run_1/io_fan.png
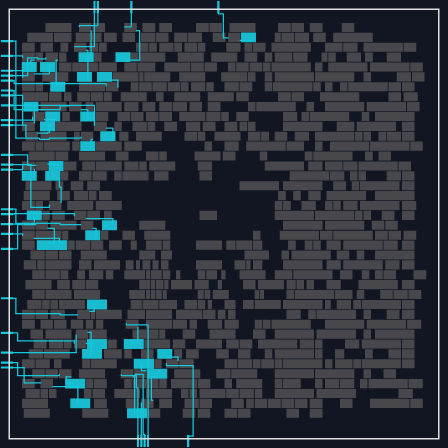
run_1/placement.png
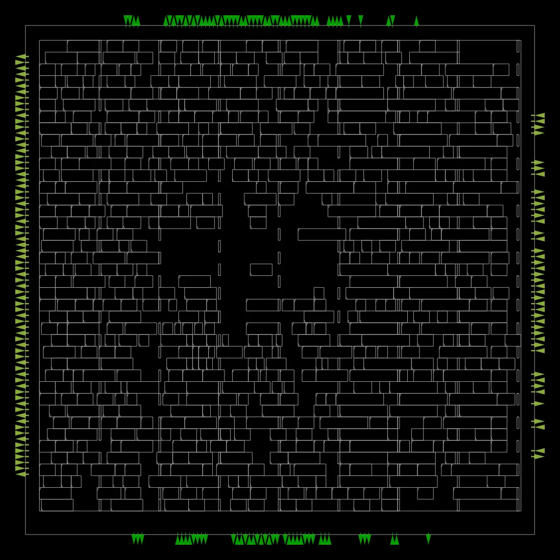
run_1/placement_by_type.png
Fill, decap, tap and diode cells in gray.
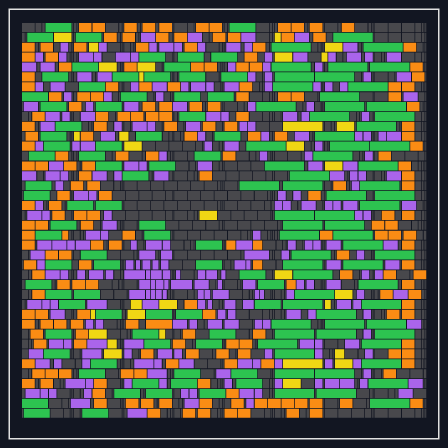
==> config.mk <==
export PLATFORM = sky130hd
export DESIGN_NAME = alu_issue_stage
export DESIGN_NICKNAME = d
export VERILOG_FILES = /design/src/rtl/alu_issue_stage.sv
export SDC_FILE = /design/constraint.sdc
export NUM_CORES = 1
export LEC_CHECK = 0
export CORE_MARGIN = 3
export CORE_UTILIZATION = 47
export CTS_BUF_LIST = sky130_fd_sc_hd__clkbuf_4 sky130_fd_sc_hd__clkbuf_8
export DETAILED_ROUTE_END_ITERATION = 8
export GPL_ROUTABILITY_DRIVEN = 0
export MAX_ROUTING_LAYER = met4
export PLACE_DENSITY_LB_ADDON = 0.25
export SLEW_MARGIN = 20
export SYNTH_ARGS = -nofsm -noshare
export SYNTH_HDL_FRONTEND = slang
export SYNTH_SLANG_ARGS = --single-unit
==> constraint.sdc <==
create_clock -name clk -period 3.9 [get_ports clk]
set_input_delay 0.585 -clock clk [delete_from_list [all_inputs] [get_ports clk]]
set_output_delay 0.585 -clock clk [all_outputs]
set_load 0.03 [all_outputs]
==> impl_results.html <==
<h2>Implementation results</h2>
<table>
<tr><th>Metric</th><th>Value</th></tr>
<tr><th colspan="2">Critical path</th></tr>
<tr><td>Stage delay of the slowest cell on the critical path</td><td>0.71 ns</td></tr>
<tr><td>Slowest cell on the critical path</td><td>sky130_fd_sc_hd__clkdlybuf4s50_1</td></tr>
<tr><td>Maximum fanout along the worst path</td><td>7</td></tr>
<tr><td>Type of the setup path with the least slack</td><td>reg2out</td></tr>
<tr><td>Worst-path cell chain</td><td>inv_1, ha_1, nor2b_1, o21ai_4, a21oi_1, clkdlybuf4s50_1</td></tr>
<tr><td>Number of cells traversed by the worst register-to-register path</td><td>7</td></tr>
<tr><th colspan="2">Synth</th></tr>
<tr><td>Async set or reset register ratio after synthesis</td><td>0%</td></tr>
<tr><td>Total nets after synthesis</td><td>553</td></tr>
<tr><td>Biggest area cells</td><td>sky130_fd_sc_hd__edfxtp_1 (33%), sky130_fd_sc_hd__dfxtp_1 (26%), sky130_fd_sc_hd__mux2_2 (17%)</td></tr>
<tr><td>Ranking of synthesized cells by instance count</td><td>sky130_fd_sc_hd__mux2_2 (91), sky130_fd_sc_hd__dfxtp_1 (76), sky130_fd_sc_hd__nor2b_1 (70)</td></tr>
<tr><td>Yosys stat area</td><td>5860 um2</td></tr>
<tr><td>Count of yosys warnings during synthesis</td><td>0</td></tr>
<tr><td>Most common flop cell mapped by yosys</td><td>sky130_fd_sc_hd__dfxtp_1</td></tr>
<tr><th colspan="2">Layout</th></tr>
<tr><td>Comb_multi_in</td><td>between 200 and 300</td></tr>
<tr><td>Flip-flop count of the largest register, all copies and words added</td><td>64</td></tr>
<tr><td>Most area-hungry cell class in the final design</td><td>registers</td></tr>
<tr><td>Portion of the layout cell area used by non-clock buffers</td><td>around 25%</td></tr>
<tr><td>Clkbuf count</td><td>19</td></tr>
<tr><td>Comb area share</td><td>a little over a quarter</td></tr>
<tr><td>Storage element area</td><td>around 3400 um2</td></tr>
<tr><td>Non-clock buffer count in the final layout</td><td>210</td></tr>
<tr><td>Area of the multi-input gates</td><td>2310 um2</td></tr>
<tr><td>Nets@finish</td><td>756</td></tr>
<tr><th colspan="2">Route</th></tr>
<tr><td>Uppermost routed layer</td><td>met4</td></tr>
<tr><td>Met2 wirelength from detailed routing</td><td>6430 um</td></tr>
<tr><td>Met3 WL</td><td>between 900 and 1000 um</td></tr>
<tr><td>Iteration tally of the first detailed-router pass</td><td>4</td></tr>
<tr><td>DRT Wirelength</td><td>~13000 um</td></tr>
<tr><td>Wirelength per Cell</td><td>15.7 um</td></tr>
<tr><td>Met1 wire length</td><td>5420 um</td></tr>
<tr><th colspan="2">Final timing</th></tr>
<tr><td>Slew of the pin with the lowest slew margin</td><td>about 0.97 ns</td></tr>
<tr><td>Final setup slack of the worst path</td><td>0.972 ns</td></tr>
<tr><td>Final Setup Violations</td><td>0</td></tr>
<tr><td>Final Hold Viols</td><td>0</td></tr>
<tr><th colspan="2">CTS</th></tr>
<tr><td>Clock tree sinks</td><td>between 100 and 150</td></tr>
<tr><td>Clock latency at the later pin of the worst-skew pair</td><td>0.44 ns</td></tr>
<tr><td>Inserted Clock Buffers</td><td>17</td></tr>
<tr><td>Post-CTS setup buffer count</td><td>0</td></tr>
<tr><td>Hold-fix buffers at CTS</td><td>0</td></tr>
<tr><td>CTS H-tree lvls</td><td>4</td></tr>
<tr><td>Reg clk slew, reported paths</td><td>about 0.070 ns</td></tr>
<tr><th colspan="2">Run status</th></tr>
<tr><td>Outcome</td><td>complete, no violations</td></tr>
<tr><th colspan="2">Floorplan</th></tr>
<tr><td>Number of well taps</td><td>168</td></tr>
<tr><td>Area of the die</td><td>~14000 um2</td></tr>
<tr><th colspan="2">Global route</th></tr>
<tr><td>Fraction of met3 tracks used by global routing</td><td>7.16%</td></tr>
<tr><td>Antenna violations before repair</td><td>0</td></tr>
<tr><td>Met1 track utilization from global routing</td><td>22.4%</td></tr>
<tr><td>Met2 Track Usage GR</td><td>32.1%</td></tr>
<tr><td>Vias in the first global route</td><td>4159</td></tr>
<tr><th colspan="2">Job</th></tr>
<tr><td>Total tool warning count</td><td>29</td></tr>
<tr><th colspan="2">Pwr</th></tr>
<tr><td>Leakage power</td><td>3.27 nW</td></tr>
</table>
Back to the opening pictures, io_fan.png:
port	color	bits	direction	end cells	buffers	wire
in_a	cyan	32	input	32	32	712 um
io pins: 206
IO Port Bufs: 205

Back to the opening pictures, placement.png:
Layout fillers: 918
final instance count without filler cells: 828
final core occ: 69.8%

Back to the opening pictures, placement_by_type.png:
class	color	cells	share of their area
combinational and other logic	purple	278	28%
clock drivers and dummy loads	yellow	32	4.6%
sequential cells	green	140	42%
remaining buffers and delay cells	orange	210	25%
area inside the core boundary: 12100 um2
post-route standard cell area excluding fillers: 8460 um2

-- run 1: worst max-delay path, delay by kind of cell (launching register included) --
family | cells | cell delay, ns
AND-OR/OR-AND | 2 | 0.33
adder cells (fa/ha/maj) | 1 | 0.13
buffers and inverters | 2 | 0.81
flip-flops | 1 | 0.35
AND/OR/NAND/NOR | 1 | 0.29
-- run 1: logic make-up after synthesis --
kind of cell	count (synthesis)	share of synthesized area, %
adder cells (fa/ha/maj)	5	1.07
AND/OR/NAND/NOR	155	16.2
AND-OR/OR-AND	10	1.34
flip-flops	140	58.7
XOR/XNOR	4	0.598
buffers and inverters	30	2.28
multiplexers	100	19.8
-- run 1: power by group --
group / total [mW] / switching [mW] / internal [mW]
registers: 1.75 / 0.0610 / 1.69
logic: 1.28 / 0.658 / 0.622
clock network: 1.12 / 0.536 / 0.583
No activity file was given, so power comes from the tool's default toggle rates.
